==> run_1/port_trees.png <==
Scale: 2 px per µm.
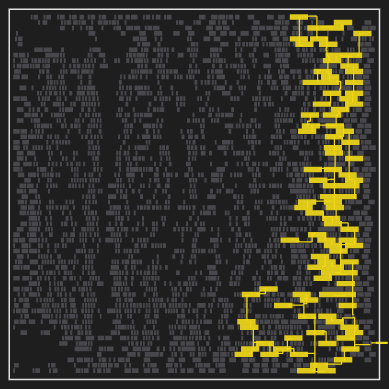
==> run_1/pinout.png <==
Scale: 1.5 px per µm. Pins as bars across the die edge, other pins in gray.
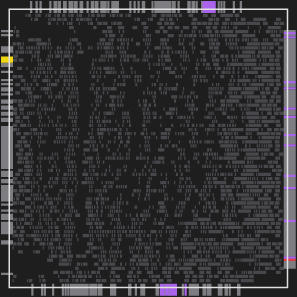
==> run_1/congestion_map.png <==
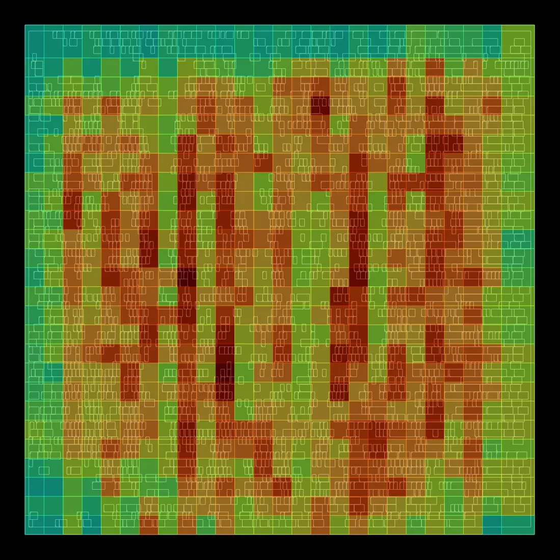
File: src/rtl/bru_resolve_pipe.sv
// rtl/bru_resolve_pipe.sv - branch/jump resolution stage with elastic registered output
//
// Resolves conditional branches (BEQ/BNE/BLT/BGE/BLTU/BGEU), JAL and JALR:
// direction, taken target, link address, mispredict flag and the corrected
// next PC. The result travels through LATENCY valid/ready register stages.
//
// Optional feature macro: BRU_PERF_CNT_EN
//   defined   -> saturating resolved-op and mispredict counters
//   undefined -> counter ports tied to zero
//
// Parameters
//   XLEN     data/address width (>= 8)
//   LATENCY  register stages from input to output (1 or 2)
//   CNT_W    performance counter width
//
// Ports
//   clk_i, rst_ni          clock (rising edge), asynchronous active-low reset
//   valid_i / ready_o      input handshake
//   pc_i, rs1_data_i, rs2_data_i, imm_i
//                          instruction PC, operands, sign-extended immediate
//   is_br_i, is_jal_i, is_jalr_i, funct3_i
//                          op class and branch condition code
//   pred_taken_i, pred_target_i
//                          fetch-stage prediction being checked
//   flush_i                kill every in-flight op and the op offered this cycle
//   valid_o / ready_i      output handshake
//   taken_o, target_o, link_o, mispredict_o, redirect_pc_o
//                          resolved result
//   br_cnt_o, mispred_cnt_o
//                          performance counters

module bru_resolve_pipe #(
    parameter int XLEN    = 32,
    parameter int LATENCY = 1,
    parameter int CNT_W   = 32
) (
    input  logic             clk_i,
    input  logic             rst_ni,
    input  logic             valid_i,
    output logic             ready_o,
    input  logic [XLEN-1:0]  pc_i,
    input  logic [XLEN-1:0]  rs1_data_i,
    input  logic [XLEN-1:0]  rs2_data_i,
    input  logic [XLEN-1:0]  imm_i,
    input  logic             is_br_i,
    input  logic             is_jal_i,
    input  logic             is_jalr_i,
    input  logic [2:0]       funct3_i,
    input  logic             pred_taken_i,
    input  logic [XLEN-1:0]  pred_target_i,
    input  logic             flush_i,
    output logic             valid_o,
    input  logic             ready_i,
    output logic             taken_o,
    output logic [XLEN-1:0]  target_o,
    output logic [XLEN-1:0]  link_o,
    output logic             mispredict_o,
    output logic [XLEN-1:0]  redirect_pc_o,
    output logic [CNT_W-1:0] br_cnt_o,
    output logic [CNT_W-1:0] mispred_cnt_o
);

    typedef struct packed {
        logic            cf;        // op was a branch/JAL/JALR (counter qualifier)
        logic            taken;
        logic            mis;
        logic [XLEN-1:0] target;
        logic [XLEN-1:0] link;
        logic [XLEN-1:0] redirect;
    } pay_t;

    localparam logic [XLEN-1:0] JALR_MASK = {{(XLEN-1){1'b1}}, 1'b0};

    // ------------------------------------------------------------------
    // Resolution logic
    // ------------------------------------------------------------------
    logic [XLEN:0]   diff;
    logic            eq;
    logic            ltu;
    logic            ovf;
    logic            lt;
    logic            cond;
    logic            taken;
    logic [XLEN-1:0] jalr_sum;
    logic [XLEN-1:0] target;
    logic [XLEN-1:0] link;
    logic            mis;
    pay_t            new_pay;

    always_comb begin
        // One subtractor yields all three relations; the extra top bit is
        // the carry out, which is clear exactly when rs1 < rs2 unsigned.
        diff = {1'b0, rs1_data_i} + {1'b0, ~rs2_data_i} + (XLEN+1)'(1);
        eq   = (diff[XLEN-1:0] == '0);
        ltu  = ~diff[XLEN];
        ovf  = (rs1_data_i[XLEN-1] ^ rs2_data_i[XLEN-1]) &
               (rs1_data_i[XLEN-1] ^ diff[XLEN-1]);
        lt   = diff[XLEN-1] ^ ovf;

        cond = 1'b0;
        case (funct3_i)
            3'b000:  cond = eq;
            3'b001:  cond = ~eq;
            3'b100:  cond = lt;
            3'b101:  cond = ~lt;
            3'b110:  cond = ltu;
            3'b111:  cond = ~ltu;
            default: cond = 1'b0;
        endcase

        // Jumps win over a simultaneously flagged conditional branch.
        taken    = is_jal_i | is_jalr_i | (is_br_i & cond);
        jalr_sum = rs1_data_i + imm_i;
        target   = is_jalr_i ? (jalr_sum & JALR_MASK) : (pc_i + imm_i);
        link     = pc_i + XLEN'(4);
        mis      = (taken != pred_taken_i) |
                   (taken & pred_taken_i & (target != pred_target_i));

        new_pay.cf       = is_br_i | is_jal_i | is_jalr_i;
        new_pay.taken    = taken;
        new_pay.mis      = mis;
        new_pay.target   = target;
        new_pay.link     = link;
        new_pay.redirect = taken ? target : link;
    end

    // ------------------------------------------------------------------
    // Elastic pipeline
    // ------------------------------------------------------------------
    logic [LATENCY-1:0] vld_q;
    pay_t               pay_q [LATENCY];
    logic [LATENCY-1:0] load;
    logic [LATENCY:0]   up_v;
    pay_t               up_p  [LATENCY+1];

    // Stage k loads when empty or when its content leaves this cycle. The
    // chain is walked from the output backwards so a full pipe still moves
    // one op per cycle while ready_i is high.
    always_comb begin
        logic drain;
        load  = '0;
        drain = ready_i;
        for (int k = LATENCY - 1; k >= 0; k--) begin
            load[k] = ~vld_q[k] | drain;
            drain   = load[k];
        end
    end

    // Upstream view of each stage: index 0 is the input port, k+1 is stage k.
    // An op offered during a flush is discarded here, before stage 0.
    always_comb begin
        up_v    = {vld_q, valid_i & ~flush_i};
        up_p[0] = new_pay;
        for (int k = 0; k < LATENCY; k++) begin
            up_p[k+1] = pay_q[k];
        end
    end

    always_ff @(posedge clk_i or negedge rst_ni) begin
        if (!rst_ni) begin
            vld_q <= '0;
            for (int k = 0; k < LATENCY; k++) begin
                pay_q[k] <= '0;
            end
        end else begin
            for (int k = 0; k < LATENCY; k++) begin
                if (flush_i) begin
                    vld_q[k] <= 1'b0;
                end else if (load[k]) begin
                    vld_q[k] <= up_v[k];
                end
                // Payload only moves with a real op; bubbles leave it alone.
                if (load[k] && up_v[k]) begin
                    pay_q[k] <= up_p[k];
                end
            end
        end
    end

    assign ready_o       = load[0];
    assign valid_o       = vld_q[LATENCY-1];
    assign taken_o       = pay_q[LATENCY-1].taken;
    assign mispredict_o  = pay_q[LATENCY-1].mis;
    assign target_o      = pay_q[LATENCY-1].target;
    assign link_o        = pay_q[LATENCY-1].link;
    assign redirect_pc_o = pay_q[LATENCY-1].redirect;

    // ------------------------------------------------------------------
    // Performance counters
    // ------------------------------------------------------------------
`ifdef BRU_PERF_CNT_EN
    logic [CNT_W-1:0] br_cnt_q;
    logic [CNT_W-1:0] mp_cnt_q;
    logic             cf_hs;

    // Counted at the output handshake, so an op leaving during a flush
    // cycle still counts while flushed ops never do.
    assign cf_hs = valid_o & ready_i & pay_q[LATENCY-1].cf;

    always_ff @(posedge clk_i or negedge rst_ni) begin
        if (!rst_ni) begin
            br_cnt_q <= '0;
            mp_cnt_q <= '0;
        end else if (cf_hs) begin
            if (br_cnt_q != '1) begin
                br_cnt_q <= br_cnt_q + CNT_W'(1);
            end
            if (pay_q[LATENCY-1].mis && (mp_cnt_q != '1)) begin
                mp_cnt_q <= mp_cnt_q + CNT_W'(1);
            end
        end
    end

    assign br_cnt_o      = br_cnt_q;
    assign mispred_cnt_o = mp_cnt_q;
`else
    logic unused_cf;
    assign unused_cf     = pay_q[LATENCY-1].cf;
    assign br_cnt_o      = '0;
    assign mispred_cnt_o = '0;
`endif

endmodule

File: config.mk
export PLATFORM = sky130hd
export DESIGN_NAME = bru_resolve_pipe
export DESIGN_NICKNAME = d
export VERILOG_FILES = /design/src/rtl/bru_resolve_pipe.sv
export SDC_FILE = /design/constraint.sdc
export NUM_CORES = 1
export LEC_CHECK = 0
export ABC_AREA = 1
export ABC_CLOCK_PERIOD_IN_PS = 5090
export CAP_MARGIN = 20
export CORE_UTILIZATION = 40
export CTS_BUF_LIST = sky130_fd_sc_hd__clkbuf_8 sky130_fd_sc_hd__clkbuf_16
export CTS_CLUSTER_DIAMETER = 100
export DETAILED_ROUTE_END_ITERATION = 10
export GPL_TIMING_DRIVEN = 0
export PLACE_DENSITY = 0.72
export RECOVER_POWER = 50
export SYNTH_ARGS = -nofsm -noshare
export SYNTH_HDL_FRONTEND = slang
export SYNTH_SLANG_ARGS = --single-unit
File: constraint.sdc
create_clock -name clk_i -period 5.09 [get_ports clk_i]
set_input_delay 0.7635 -clock clk_i [delete_from_list [all_inputs] [get_ports clk_i]]
set_output_delay 0.7635 -clock clk_i [all_outputs]
set_load 0.05 [all_outputs]
==> flow_summary.ini, run 1 <==
; synthesis and place-and-route metrics
[setup_path]
critPathMaxFanout = 6
timing.rr.start = valid_o$_DFFE_PN0P_
regToRegSetupSlack_ps = 2440
cp_slowest_cell = clkdlybuf4s50_1
worst_r2r_path_depth = 8
crit_family = simple AND/OR/NAND/NOR gates
regToRegEndpoint = link_o[0]$_DFFE_PN0P_
crit_type = in -> reg

[final_timing]
worst_pin_slew_ps = 1760
setup_viol = 0
period_needed_ps = 4460
fin_crit_sh_pct = 87.7
max_freq_mhz = 224
timing.clock.skew_ps = 12.6
finalHoldViolCount = 0
finalMaxSlewViolations = 75
fin_ws_ps = 628

[run]
cap_violations = 1
warning_count = 26

[finish]
mostFrequentLayoutCell = nand2_1
area_growth_pct = 28.5
layout_top_cells = nand2_1 (908), inv_1 (378), nand3_1 (236), clkdlybuf4s50_1 (219), nor2_1 (195)

[clock_network]
clk_pin_slew_ps = 60
clock_sinks = 99
insertion_delay_ps = 350
ctsHoldBuffers = 0

[power_and_ir_drop]
vdd_ir_drop_max_mv = 0.269

[yosys]
syn_inst = 2366
yosys-stat-cells = 2366
synthFlopType = dfrtp_1
logic_family = simple AND/OR/NAND/NOR gates
synth_flops = 99
topCellsByArea = nand2_1 (26%), dfrtp_1 (19%), inv_1 (11%)

[worst_hold_path]
min_path_type = reg -> reg
hold_depth = 2

[routing]
vias = 15881
first_pass_iters = 6
finalWirelength_mm = 51.4

[global_routing]
track_usage_pct = 29.8
grt_pass1_wl_mm = 77.6
grt_pass1_vias = 14716
grt-ovfl-total = 0

[status]
violations = max-capacitance violations, max-slew violations
run_status = finished, violations left

[floorplan]
die_area_um2 = 34000
-- port_trees.png (at the start) --
Key: yellow = rst_ni [bits 1, direction input, edge east, end cells 99, buffers 2, wire 614 µm]
port buffer count: 270
Ports: 336

-- pinout.png (at the start) --
Key: red = rst_ni [pins 1, direction input, edge east]; purple = pc_i [pins 32, direction input, edge 12 east, 11 south, 9 north]; yellow = funct3_i [pins 3, direction input, edge west]
DIE WIDTH: 184 µm
Chip Height: 184 µm

-- congestion_map.png (at the start) --
Top Usage Layer GRT: met2
GRT met3 Usage: 1.98%
GRT met1 Usage: 37.5%
global routing usage on met2: 53.1%
final core occ: 52.5%

run 1: metrics by stage:
step	cell area, µm²	utilization [%]	setup TNS [ps]	hold slack (ps)	power [µW]
CTS	17100	52.5	0	337	4200
floorplan	13500	-	0	468	2660
global placement	16800	51.5	-34460	465	3480
finish	17100	52.5	0	478	4190
detailed placement	16800	51.6	0	466	3510
global route	17100	52.5	0	501	4440
run 1: final cells by class:
class / instances / area (µm²) / share of cell area [%]
Sequential cell: 99 / 2480 / 14.5
Buffer: 100 / 654 / 3.82
Clock buffer: 11 / 253 / 1.48
Clock inverter: 5 / 53.8 / 0.314
Tap cell: 442 / 553 / 3.23
Timing Repair Buffer: 271 / 2700 / 15.8
Inverter: 380 / 1430 / 8.34
Multi-Input combinational cell: 1850 / 8990 / 52.5
run 1: layer usage:
| metal | part of all wire (%) | track usage, % | up-vias |
|---|---|---|---|
| met5 | 0 | 0 | - |
| li1 | - | - | 8003 |
| met3 | 6.8 | 1.98 | 81 |
| met4 | 3.2 | 11.0 | 0 |
| met2 | 48 | 53.1 | 623 |
| met1 | 42 | 37.5 | 7174 |
run 1: registers in the layout, indices dropped and copies added (netlist names):
| name | flops |
|---|---|
| target_o | 32 |
| taken_o | 1 |
| mispredict_o | 1 |
| redirect_pc_o | 32 |
| link_o | 32 |
| valid_o | 1 |
run 1: power by group:
group          total [µW]  internal (µW)  switching (µW)
clock network         698            405             293
logic                2460            792            1660
registers            1030            938            96.9
total                4190           2130            2050
run 1: worst min-delay path, cell delays in order, from the launching register on:
cell and delay [ps]:
dfrtp_1 340, nand2_1 60, nand2_1 50
--- run 2 (diff from run 1) ---
--- a/config.mk
+++ b/config.mk
@@ -6,7 +6,6 @@
 export NUM_CORES = 1
 export LEC_CHECK = 0
 export ABC_AREA = 1
-export ABC_CLOCK_PERIOD_IN_PS = 5090
 export CAP_MARGIN = 20
 export CORE_UTILIZATION = 40
 export CTS_BUF_LIST = sky130_fd_sc_hd__clkbuf_8 sky130_fd_sc_hd__clkbuf_16
==> run_2/congestion_map.png <==
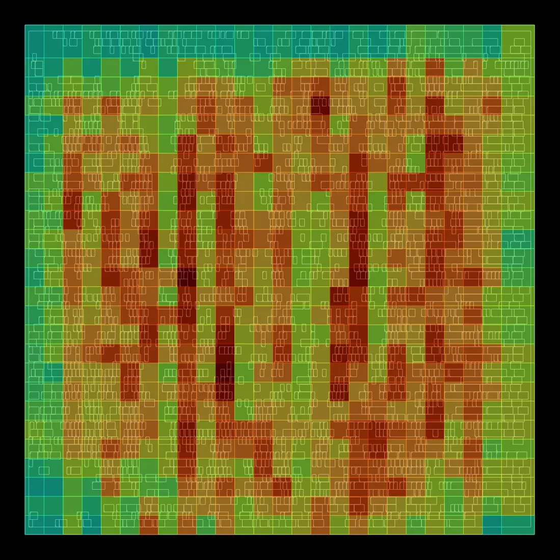
drt wl/cell: 16.3 µm
Global Route Usage Sum: 29.8%

==> run_2/m2.png <==
Scale: 1.5 px per µm.
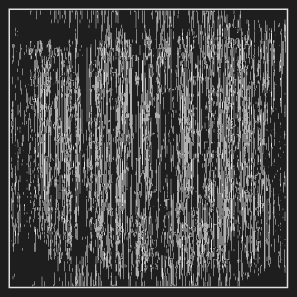
2,396 nets have wire on it. The layer holds 48% of the routed length. The longest straight run is 124 µm.
via total after detailed routing: 15,881
WL final: 51.4 mm

==> flow_summary.ini, run 2 <==
; synthesis and place-and-route metrics
[status]
violations = max-capacitance violations, max-slew violations
run_status = finished, violations left

[finish]
seq_area_share_pct = 14.5
clkCellAreaFrac_pct = 1.79
final_core_util_pct = 52.5
logic_gates = 1850
buf_share_pct = 19.6
combGateArea_um2 = 8990
area_growth_pct = 28.5

[clock_network]
clk_pin_slew_ps = 60
clock_sinks = 99
ctsHoldBuffers = 0

[power_and_ir_drop]
vdd_ir_drop_max_mv = 0.269
finalPower_uw = 4190

[setup_path]
regToRegSetupSlack_ps = 2440
crit_family = simple AND/OR/NAND/NOR gates
crit_type = in -> reg
timing.rr.start = valid_o$_DFFE_PN0P_
cp_slowest_cell = clkdlybuf4s50_1

[global_routing]
grt_pass1_vias = 14716
grt-ovfl-total = 0

[final_timing]
worst_pin_slew_ps = 1760
finalMaxSlewViolations = 75
finalHoldViolCount = 0
setup_viol = 0

[run]
cap_violations = 1
warning_count = 26

[yosys]
yosys-stat-cells = 2366
syn_inst = 2366

[floorplan]
io_pins = 336

[routing]
first_pass_iters = 6
## run 2: worst min-delay path by stage
stage          slack, ps                            end  cells after the start                           from
5_1_grt              500  redirect_pc_o[18]$_DFFE_PN0P_                      2  redirect_pc_o[18]$_DFFE_PN0P_
4_1_cts              340   redirect_pc_o[7]$_DFFE_PN0P_                      1                         rst_ni
3_3_place_gp         460  redirect_pc_o[24]$_DFFE_PN0P_                      2  redirect_pc_o[24]$_DFFE_PN0P_
3_5_place_dp         470  redirect_pc_o[30]$_DFFE_PN0P_                      2  redirect_pc_o[30]$_DFFE_PN0P_
6_report             480  redirect_pc_o[27]$_DFFE_PN0P_                      2  redirect_pc_o[27]$_DFFE_PN0P_
2_1_floorplan        470          link_o[0]$_DFFE_PN0P_                      0                         rst_ni
## run 2: worst register-to-register path, delay by kind of cell, from the launching register on
family	cells	cell delay, ps
flip-flops	1	340
AND-OR/OR-AND	1	150
AND/OR/NAND/NOR	2	210
buffers and inverters	5	1830
## run 2: logic make-up after synthesis
group | after synthesis | synth area share (%)
other cells | 1 | 0.0282
buf+inv | 480 | 15.6
xor+xnor | 32 | 2.11
compound gates | 177 | 7.06
simple gates | 1479 | 47.1
fa+ha+maj | 98 | 9.44
flops | 99 | 18.6
## run 2: layer usage
layer / wire length, µm / GRT usage (%)
met5: 0 / 0
met4: 1620 / 11.0
met3: 3520 / 1.98
met2: 24800 / 53.1
met1: 21500 / 37.5
## run 2: power breakdown
group / total (µW) / internal, µW / switching, µW
Combinational: 2460 / 792 / 1660
Sequential: 1030 / 938 / 96.9
Clock: 698 / 405 / 293
--- run 3 (diff from run 2) ---
--- a/config.mk
+++ b/config.mk
@@ -9,7 +9,7 @@
 export CAP_MARGIN = 20
 export CORE_UTILIZATION = 40
 export CTS_BUF_LIST = sky130_fd_sc_hd__clkbuf_8 sky130_fd_sc_hd__clkbuf_16
-export CTS_CLUSTER_DIAMETER = 100
+export CTS_CLUSTER_DIAMETER = 80
 export DETAILED_ROUTE_END_ITERATION = 10
 export GPL_TIMING_DRIVEN = 0
 export PLACE_DENSITY = 0.72
==> run_3/congestion_map.png <==
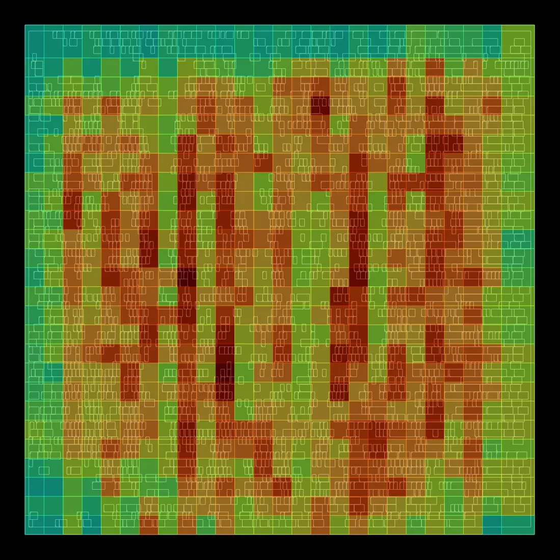

==> flow_summary.ini, run 3 <==
; synthesis and place-and-route metrics
[yosys]
topCellsByArea = nand2_1 (26%), dfrtp_1 (19%), inv_1 (11%)
synthFlopType = dfrtp_1
yosys-stat-cells = 2366

[global_routing]
busiest_layer = met2
track_usage_pct = 29.8
met3_usage_pct = 1.98
grt_util_met1_pct = 37.5
grt_use_met2_pct = 53.1

[final_timing]
fin_ws_ps = 628
finalMaxSlewViolations = 75
timing.clock.skew_ps = 12.6
fin_crit_sh_pct = 87.7
finalHoldViolCount = 0
whs_ps = 478
max_freq_mhz = 224

[finish]
logic_gates = 1850
register_area_um2 = 2480
sh_comb_area_pct = 52.5
dominant_cells = multi-input combinational cells
seq_area_share_pct = 14.5
num-nonclk-inverters = 380
layout_top_cells = nand2_1 (908), inv_1 (378), nand3_1 (236), clkdlybuf4s50_1 (219), nor2_1 (195)
clkCellAreaFrac_pct = 1.79
area_growth_pct = 28.5
n_all_buffers = 371
buf_share_pct = 19.6
final_area_um2 = 17100

[setup_path]
crit_type = in -> reg
regToRegSetupSlack_ps = 2440
critPathMaxFanout = 6

[floorplan]
die_w_um = 184
nWellTaps = 442
fp.dieH_um = 184

[status]
violations = max-capacitance violations, max-slew violations
run_status = finished, violations left

[run]
warning_count = 26
cap_violations = 1

[routing]
met3_length_mm = 3.52
wl_met1_mm = 21.5
first_pass_iters = 6
wl_met2_mm = 24.8
wl_per_cell_um = 16.3

[power_and_ir_drop]
vdd_ir_drop_max_mv = 0.269

[place]
io_buffers = 270

[worst_hold_path]
min_path_type = reg -> reg
==> run_3/layers.png <==
Scale: 2 px per µm.
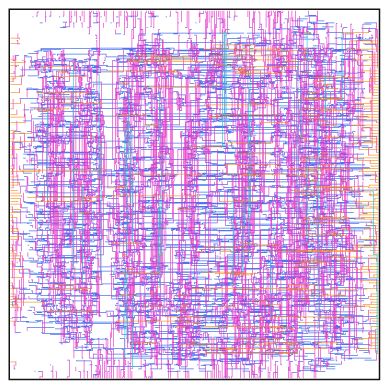
Key: blue = M1 [wire length 21.5 mm]; magenta = M2 [wire length 24.8 mm]; orange = M3 [wire length 3,520 µm]; cyan = M4 [wire length 1,620 µm]

[run 3: cell counts after synthesis]
No cell type changed its count.
[run 3: worst paths after layout]
check / startpoint / cells after the start / end
setup / recovery: rs1_data_i[11] / 27 / redirect_pc_o[31]$_DFFE_PN0P_
hold / removal: redirect_pc_o[27]$_DFFE_PN0P_ / 2 / redirect_pc_o[27]$_DFFE_PN0P_
setup reg to reg: valid_o$_DFFE_PN0P_ / 8 / link_o[0]$_DFFE_PN0P_
hold reg to reg: redirect_pc_o[27]$_DFFE_PN0P_ / 2 / redirect_pc_o[27]$_DFFE_PN0P_
max in group asynchronous: rst_ni / 2 / target_o[24]$_DFFE_PN0P_
min in group asynchronous: rst_ni / 1 / link_o[7]$_DFFE_PN0P_
[run 3: tightest hold or removal path, cell delays in order (launching register included)]
cell     delay [ps]
dfrtp_1         340
nand2_1          60
nand2_1          50
[run 3: logic make-up (layout without fill, tap and decap cells)]
kind of cell | Yosys count | after routing | share of synthesized area [%]
AOI/OAI and AO/OA | 177 | 177 | 7.06
xor gates and xnor gates | 32 | 32 | 2.11
adders and majority gates | 98 | 98 | 9.44
buffers and inverters | 480 | 767 | 15.6
DFF | 99 | 99 | 18.6
other | 1 | 64 | 0.0282
and+or+nand+nor | 1479 | 1479 | 47.1
[run 3: per-stage QoR]
stage / util [%] / setup TNS, ps / power (µW)
final: 52.5 / 0 / 4190
after global routing: 52.5 / 0 / 4440
after CTS: 52.5 / 0 / 4200
after detailed placement: 51.6 / 0 / 3510
after global placement: 51.5 / -34460 / 3480
after floorplan: - / 0 / 2660
[run 3: power breakdown]
part	internal (µW)	switching, µW
logic	792	1660
clock network	405	293
registers	938	96.9
Power figures rest on the tool's default switching activity, not on a simulated workload.
